===== src/rtl/mod461_residue_accumulator.sv =====
// mod461_residue_accumulator
// Folds a frame of N_CHUNKS partial residues (one per accepted beat) into a
// single residue modulo MODULUS and presents it on an output valid/ready port.
// Each beat is reduced with one conditional subtract, so the accumulator always
// stays below MODULUS.
//
// Handshakes: a transfer happens on a rising clk edge where valid and ready are
// both high. ready never depends combinationally on valid. Once out_valid is
// raised, out_valid and out_residue stay stable until out_ready is seen.
// A synchronous flush overrides both handshakes in its cycle.
module mod461_residue_accumulator #(
  parameter int unsigned MODULUS  = 461,
  parameter int unsigned RW       = 9,
  parameter int unsigned N_CHUNKS = 50
) (
  input  logic          clk,
  input  logic          rst_n,
  input  logic          flush,
  input  logic          in_valid,
  output logic          in_ready,
  input  logic [RW-1:0] in_residue,
  output logic          out_valid,
  input  logic          out_ready,
  output logic [RW-1:0] out_residue,
  output logic          busy,
  output logic          err_range,
  output logic [1:0]    dbg_state
);

  localparam int unsigned CW = $clog2(N_CHUNKS + 1);
  localparam logic [RW:0] MOD_W = (RW+1)'(MODULUS);
  localparam logic [CW-1:0] LAST_CNT = CW'(N_CHUNKS - 1);

  typedef enum logic [1:0] {
    S_IDLE = 2'd0,
    S_ACC  = 2'd1,
    S_DONE = 2'd2
  } state_t;

  state_t        state;
  state_t        state_next;
  logic [RW-1:0] acc;
  logic [CW-1:0] cnt;

  logic [RW:0]   in_ext;
  logic          in_over;
  logic [RW-1:0] r_norm;
  logic [RW-1:0] acc_base;
  logic [RW:0]   sum;
  logic [RW-1:0] acc_next;
  logic          last_beat;
  logic          accept;
  logic          release_out;

  // Current FSM state, made visible for observation.
  assign dbg_state = state;

  // A beat is taken only when the block is ready and no flush is pending.
  assign accept      = in_valid & in_ready & ~flush;
  assign release_out = (state == S_DONE) & out_ready & ~flush;

  // Per-beat datapath: normalise the input, add, one conditional subtract.
  always_comb begin
    in_ext    = {1'b0, in_residue};
    in_over   = (in_ext >= MOD_W);
    r_norm    = in_over ? RW'(in_ext - MOD_W) : in_residue;
    // The first beat of a frame starts from zero regardless of acc.
    acc_base  = (state == S_IDLE) ? '0 : acc;
    sum       = {1'b0, acc_base} + {1'b0, r_norm};
    acc_next  = (sum >= MOD_W) ? RW'(sum - MOD_W) : sum[RW-1:0];
    // cnt holds beats already taken, so this beat is the last one when
    // cnt == N_CHUNKS-1 (covers N_CHUNKS==1 from IDLE as well).
    last_beat = (cnt == LAST_CNT);
  end

  // Next-state decode and handshake outputs.
  always_comb begin
    state_next = state;
    in_ready   = 1'b0;
    out_valid  = 1'b0;
    busy       = 1'b0;
    unique case (state)
      S_IDLE: begin
        in_ready = 1'b1;
        if (accept) state_next = last_beat ? S_DONE : S_ACC;
      end
      S_ACC: begin
        in_ready = 1'b1;
        busy     = 1'b1;
        if (accept && last_beat) state_next = S_DONE;
      end
      S_DONE: begin
        out_valid = 1'b1;
        busy      = 1'b1;
        if (out_ready) state_next = S_IDLE;
      end
      default: state_next = S_IDLE;
    endcase
    if (flush) state_next = S_IDLE;
  end

  // State register.
  always_ff @(posedge clk or negedge rst_n) begin
    if (!rst_n) state <= S_IDLE;
    else        state <= state_next;
  end

  // Accumulator, beat counter, result register and sticky range flag.
  always_ff @(posedge clk or negedge rst_n) begin
    if (!rst_n) begin
      acc         <= '0;
      cnt         <= '0;
      out_residue <= '0;
      err_range   <= 1'b0;
    end else if (flush) begin
      acc       <= '0;
      cnt       <= '0;
      err_range <= 1'b0;
    end else if (accept) begin
      acc <= acc_next;
      cnt <= cnt + CW'(1);
      if (in_over)   err_range   <= 1'b1;
      if (last_beat) out_residue <= acc_next;
    end else if (release_out) begin
      acc <= '0;
      cnt <= '0;
    end
  end

endmodule


===== config.mk =====
export PLATFORM = sky130hd
export DESIGN_NAME = mod461_residue_accumulator
export DESIGN_NICKNAME = d
export VERILOG_FILES = /design/src/rtl/mod461_residue_accumulator.sv
export SDC_FILE = /design/constraint.sdc
export NUM_CORES = 1
export LEC_CHECK = 0
export CORE_MARGIN = 2
export CORE_UTILIZATION = 55
export DETAILED_ROUTE_END_ITERATION = 12
export PLACE_DENSITY_LB_ADDON = 0.3
export SLEW_MARGIN = 30
export SYNTH_ARGS = -nofsm -noshare
export SYNTH_HDL_FRONTEND = slang
export SYNTH_SLANG_ARGS = --single-unit
export TNS_END_PERCENT = 5

===== constraint.sdc =====
create_clock -name clk -period 3.6 [get_ports clk]
set_input_delay 0.72 -clock clk [delete_from_list [all_inputs] [get_ports clk]]
set_output_delay 0.72 -clock clk [all_outputs]
set_load 0.01 [all_outputs]

**Run 1: metal 1**

Supply wires on this layer in grey.
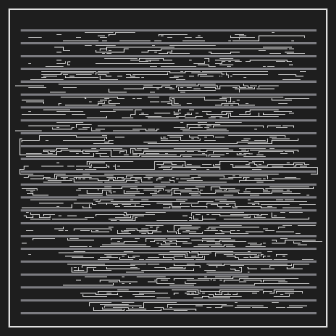
wire length on this layer: 2,960 um
share of all routed wire: 41%
nets with wire on the layer: 341
main direction: horizontal
longest straight run: 36.8 um

**Run 1: M2 wires**

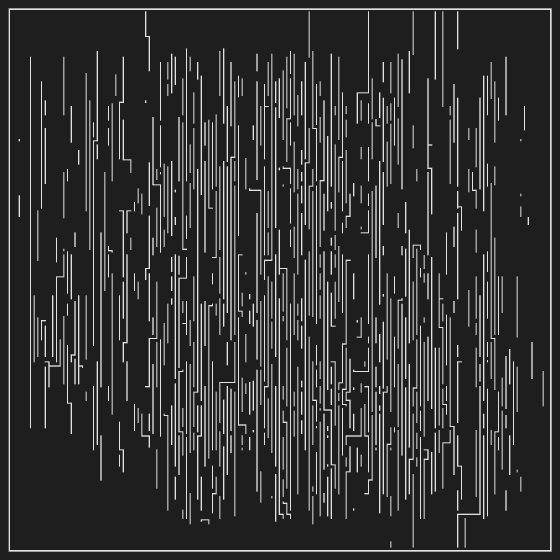
nets with wire on the layer: 342
share of all routed wire: 48%
wire length on this layer: 3,400 um
main direction: vertical

==> results_dict.tcl, run 1 <==
# metrics dict for downstream scripts
set metrics [dict create \
    status "complete, but fails checks" \
    violations "setup timing" \
    min_to "acc[1]" \
    cts-resized-gates 40 \
    fill_cells 201 \
    slew_violations 0 \
    max_freq_mhz 265.9 \
    final-clk-cell-share_pct 1.406 \
    reg2reg_depth 12 \
    yosys_area_um2 2173 \
    comb-power_mw 1.19 \
    powerDensity_nw_per_um2 548.2 \
    power_frac_comb_pct 67.5 \
    powerClk_mw 0.174 \
    wl_met1_um 2959 \
    crit_top_cell "buf_4" \
    worstHoldPathType "reg -> reg" \
    logic_gates 205 \
    n_tap_cell 48 \
    dpl_cell_area_um2 2960 \
    r2r_start "dbg_state[1]" \
    common_cells "dfrtp_1 (27), nand2_1 (25), nor2_1 (20), ha_1 (18), o21ai_0 (16)" \
    grt-ovfl-total 0 \
    path_buffers 4 \
    yosysSeqAreaShare_pct 31.09 \
    pwr-share-clk_pct 9.9 \
    grtUsageMet3_pct 4.392 \
    met2_usage_pct 52.13 \
    io_buffers 28 \
    worstSetupPathDepth 16 \
    synth.avg_cell_area_um2 8.659 \
    instances_no_fill 390 \
    numPlacedInstances 380 \
    fin_worst_skew_ns 0.005524 \
    drv_cap 0 \
    top_area_share_pct 31.09 \
    ys_sh_xor_pct 6.851 \
    setup_ws_ns -0.1610 \
    path_class "in -> reg" \
    ys_ff 27 \
    seq-power_mw 0.396 \
    grt_pass1_wl_um 10380 \
    fp_nets 284 \
    drtAntennaViolNets 0 \
    setup_viol 17 \
    n_all_inverters 13 \
    syn2layout_area_growth_pct 47.38 \
    drt-initial-drc-count 287 \
    seq_share_pct 21.09 \
    cp_slowest_cell "fa_1" \
    p_leak_nw 1.452 \
    antenna_found_initial 0 \
    power_mw 1.756 \
    gp_congestion 0.9203 \
    cpPeakStageDelay_ns 0.45 \
    wl_met2_um 3396 \
    max-slew-margin-rel_pct 58.66 \
    dp_worst_setup_slack_ns -0.7423 \
    warnings 34 \
    gr-usage-met1_pct 39.59 \
    r2r_slack_ns 0.19 \
    drt-total-wl_um 7139 \
    drt_pass1_iterations 5 \
]
**Run 1: metal 3**

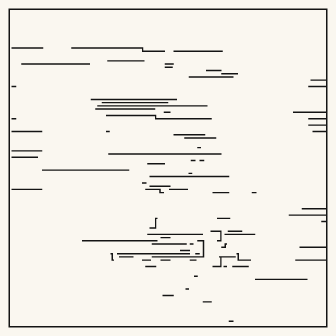
share of all routed wire: 6.5%
longest straight run: 23.7 um
main direction: horizontal

**Run 1: clock wiring as the flow saved it**

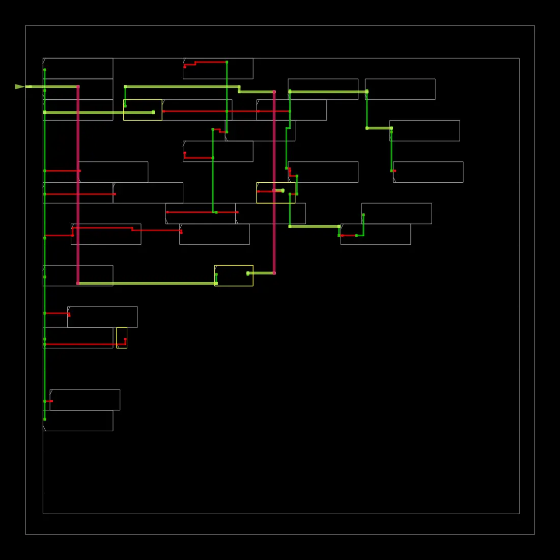

--- run 2 (diff from run 1) ---
ABC_AREA = 1   (was not set)
CORE_UTILIZATION = 56   (was 55)
**Run 2: clock wiring as the flow saved it**

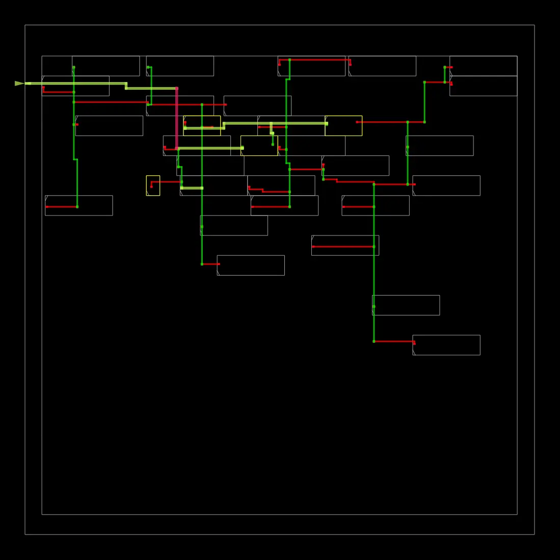
skew final: 0.01011 ns
number of clock sinks: 27
clkbuf count: 3
Clock Power: 0.171 mW

==> run 2 against run 1 <==
Compared with the run above: the flow now finishes without violations; die area up 8.1%; sequential power down 5.3%; via count rose by 8.4%; critical path depth increased by 8; utilization shrank 3.0 points; fmax up 6.0%; sequential cell count unchanged; total power down 11%; cell area up 4.6%; critical endpoint is now acc[6]; largest power group unchanged.
==> results_dict.tcl, run 2 <==
# metrics dict for downstream scripts
set metrics [dict create \
    r2r_slack_ns 0.58 \
    required_ns 3.82 \
    mostFrequentLayoutCells "nand2_1 (82), buf_4 (46), inv_1 (44)" \
    logic_gates 255 \
    yosys_area_um2 2404 \
    worstHoldPathType "reg -> reg" \
    numPlacedInstances 448 \
    grt_pass1_vias 2448 \
    critPathLaunchType "input port" \
    p_leak_nw 1.788 \
    buffers 78 \
    buf_share_pct 19.93 \
    min_to "out_residue[5]" \
    n_tap_cell 50 \
    pwr-share-clk_pct 10.9 \
    ys_ff 27 \
    seq-power_mw 0.375 \
    met2_usage_pct 47.54 \
    fin_crit_ns 3.550 \
    endpoint "acc[6]" \
    synth.avg_cell_area_um2 7.132 \
    cpPeakStageDelay_ns 0.29 \
    worst_ir_drop_vdd_uv 284.0 \
    reg2reg_depth 18 \
    num_rows 23 \
    crit_top_cell "nand2_1" \
    drt-total-wl_um 6878 \
    final-clk-cell-share_pct 1.381 \
    fp_util_pct 59.24 \
    power_frac_comb_pct 65.3 \
    instances_no_fill 468 \
    htreeDepth 1 \
    lay_top_count "nand2_1" \
    hold_start "out_residue[5]" \
    final_nets 452 \
    cp-end-kind "flip-flop" \
    ff_latch_area_um2 675.6 \
    fill_cells 254 \
    syn2layout_area_growth_pct 39.46 \
    period_used_pct 98.60 \
    status "completed" \
    power_leader "combinational cells" \
    cts-resized-gates 27 \
    ys_sh_xor_pct 4.321 \
    fp_nets 370 \
    syn-cell-area_um2 2404 \
    seq_share_pct 20.16 \
    num_antenna_cells 0 \
    path_class "in -> reg" \
    powerDensity_nw_per_um2 468.6 \
    yosys.cell_types.count 36 \
    grt_pass1_wl_um 10770 \
    n_all_inverters 54 \
    numCtsBuffers 3 \
    common_cells "nand2_1 (93), inv_1 (50), dfrtp_1 (27), nor2_1 (23), nand2_2 (22)" \
    max-slew-margin-rel_pct 68.59 \
    top_area_share_pct 28.11 \
    cp_slowest_cell "ha_1" \
    drt-initial-drc-count 158 \
    critPathTopFamily "simple AND/OR/NAND/NOR gates" \
    max_freq_mhz 281.7 \
    ys_sh_aoi_pct 7.652 \
    yosysSeqAreaShare_pct 28.11 \
    setup_viol 0 \
    setup_tns_ns 0 \
    drv_cap 0 \
    power_mw 1.571 \
    gp_congestion 0.8573 \
    wire_per_inst_um 14.70 \
    viasPerCell 5.453 \
    startpoint "in_residue[4]" \
    dpl_cell_area_um2 3002 \
    slew_violations 0 \
    io_pins 29 \
    drtAntennaViolNets 0 \
    gr-usage-met1_pct 34.20 \
    wl_met2_um 3649 \
    synthFlopType "dfrtp_1" \
    warnings 31 \
    area_leaders "dfrtp_1 (28%), nand2_1 (15%), ha_1 (9.4%)" \
    path_buffers 5 \
    ys_sh_adder_pct 10.20 \
    dp_worst_setup_slack_ns -0.5247 \
    grt-ovfl-total 0 \
    wl_met3_um 323 \
    core_area_um2 4058 \
    worstSetupPathDepth 24 \
    async_reset_ff_share_pct 100.0 \
    r2r_start "dbg_state[1]" \
    grt_usage_pct 26.75 \
    io_buffers 28 \
    comb-power_mw 1.03 \
    grtUsageMet3_pct 3.924 \
    antenna_found_initial 0 \
    drt_pass1_iterations 4 \
    synthMostInstantiatedCell "nand2_1" \
    edf_count 0 \
    hold_viol_final 0 \
    root_buffer "clkbuf_8" \
    setup_ws_ns 0.05047 \
    wl_met1_um 2757 \
    top_layer_used "met4" \
    grt_busiest_layer "met2" \
]
**Run 2: metal 1**

Supply wires on this layer in grey.
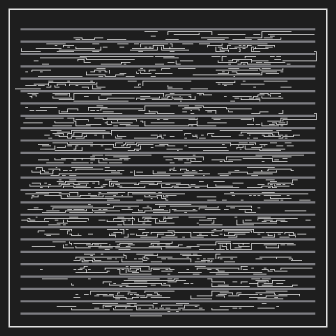

--- run 3 (diff from run 2) ---
CORE_UTILIZATION = 40   (was 56)
**Run 3: metal 1**

Supply wires on this layer in grey.
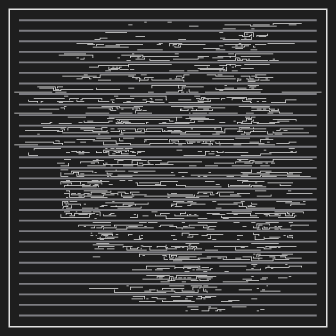
main direction: horizontal
share of all routed wire: 45%
wire length on this layer: 2,730 um
nets with wire on the layer: 401

==> run 3 against run 2 <==
Compared with the run above: critical path depth decreased by 1; setup slack improved by 0.12 ns; fmax increased by 3.4%; cell area increased by 0.60%; clock skew decreased by 0.0057 ns; register-to-register slack improved by 0.11 ns; clock-buffer cell count unchanged; sequential cell count unchanged; combinational power decreased by 7%; area after synthesis unchanged; critical path type unchanged; largest cell class unchanged.
==> results_dict.tcl, run 3 <==
# metrics dict for downstream scripts
set metrics [dict create \
    cp_slowest_cell "a31o_2" \
    fill_cells 533 \
    edf_count 0 \
    synth.avg_cell_area_um2 7.132 \
    max-slew-margin-rel_pct 72.01 \
    status "completed" \
    grt-ovfl-total 0 \
    top_layer_used "met4" \
    root_buffer "clkbuf_8" \
    syn-cell-area_um2 2404 \
    drt-initial-drc-count 86 \
    met2_usage_pct 33.20 \
    worstHoldPathType "reg -> reg" \
    powerClk_mw 0.176 \
    logic_area_um2 1700 \
    warnings 31 \
    grtUsageMet3_pct 3.187 \
    antenna_found_initial 0 \
    min_to "out_residue[3]" \
    final-clk-cell-share_pct 1.447 \
    max_freq_mhz 291.2 \
    buf_share_pct 19.22 \
    seq-power_mw 0.375 \
    powerDensity_nw_per_um2 449.0 \
    numPlacedInstances 476 \
    drt_pass1_iterations 4 \
    viasPerCell 4.914 \
    wire_per_inst_um 12.28 \
    cp-end-kind "flip-flop" \
    grt_pass1_vias 2295 \
    gr-usage-met1_pct 23.49 \
    wl_met3_um 221 \
    power_mw 1.514 \
    ys_sh_aoi_pct 7.652 \
    syn2layout_area_growth_pct 40.29 \
    logic_gates 256 \
    clkbuf_count 3 \
    yosys_area_um2 2404 \
    n_all_inverters 54 \
    num_rows 28 \
    wl_met2_um 3050 \
    power_leader "combinational cells" \
    cts-resized-gates 17 \
    yosys_warnings 0 \
    ff_latch_area_um2 675.6 \
    startpoint "in_residue[3]" \
    worst_ir_drop_vdd_uv 247.8 \
    r2r_slack_ns 0.69 \
    critPathLaunchType "input port" \
    comb-power_mw 0.963 \
    synthMostInstantiatedCell "nand2_1" \
    dp_worst_setup_slack_ns -0.5073 \
    clock-sinks 27 \
    comb-cell-share_pct 50.43 \
    drc 0 \
    reg2reg_depth 16 \
    slew_violations 0 \
    ys_sh_xor_pct 4.321 \
    cpPeakStageDelay_ns 0.26 \
    fin_worst_skew_ns 0.004433 \
    drv_cap 0 \
    common_cells "nand2_1 (93), inv_1 (50), dfrtp_1 (27), nor2_1 (23), nand2_2 (22)" \
    mostFrequentLayoutCells "nand2_1 (83), inv_1 (47), buf_4 (45)" \
    path_class "in -> reg" \
    ys_sh_adder_pct 10.20 \
    lay_top_count "nand2_1" \
    yosysSeqAreaShare_pct 28.11 \
    fp_util_pct 41.08 \
    endpoint "acc[4]" \
    period_used_pct 95.40 \
    dpl_cell_area_um2 3055 \
    htreeDepth 1 \
    power_frac_comb_pct 63.6 \
    pwr-share-clk_pct 11.6 \
    fp_nets 370 \
    wl_met1_um 2727 \
    yosys.cell_types.count 36 \
    synthFlopType "dfrtp_1" \
    worstSetupPathDepth 23 \
    num_antenna_cells 0 \
    ys_ff 27 \
    setup_tns_ns 0 \
    buffers 75 \
    crit_top_cell "nand2_2" \
    p_leak_nw 1.777 \
    core_area_um2 5851 \
    setup_viol 0 \
    top_area_share_pct 28.11 \
    dieHeight_um 81.52 \
    final_nets 450 \
    gp_congestion 0.8377 \
    grt_pass1_wl_um 9818 \
    io_buffers 28 \
    fin_crit_ns 3.434 \
    async_reset_ff_share_pct 100.0 \
    critPathTopFamily "simple AND/OR/NAND/NOR gates" \
    seq_share_pct 20.04 \
    numCtsBuffers 3 \
    drt-total-wl_um 6028 \
    hold_viol_final 0 \
    grt_busiest_layer "met2" \
    drtAntennaViolNets 0 \
    area_leaders "dfrtp_1 (28%), nand2_1 (15%), ha_1 (9.4%)" \
    setup_ws_ns 0.1657 \
    die_x_um 81.52 \
    grt_usage_pct 18.48 \
    n_tap_cell 75 \
]
Power figures rest on the tool's default switching activity, not on a simulated workload.
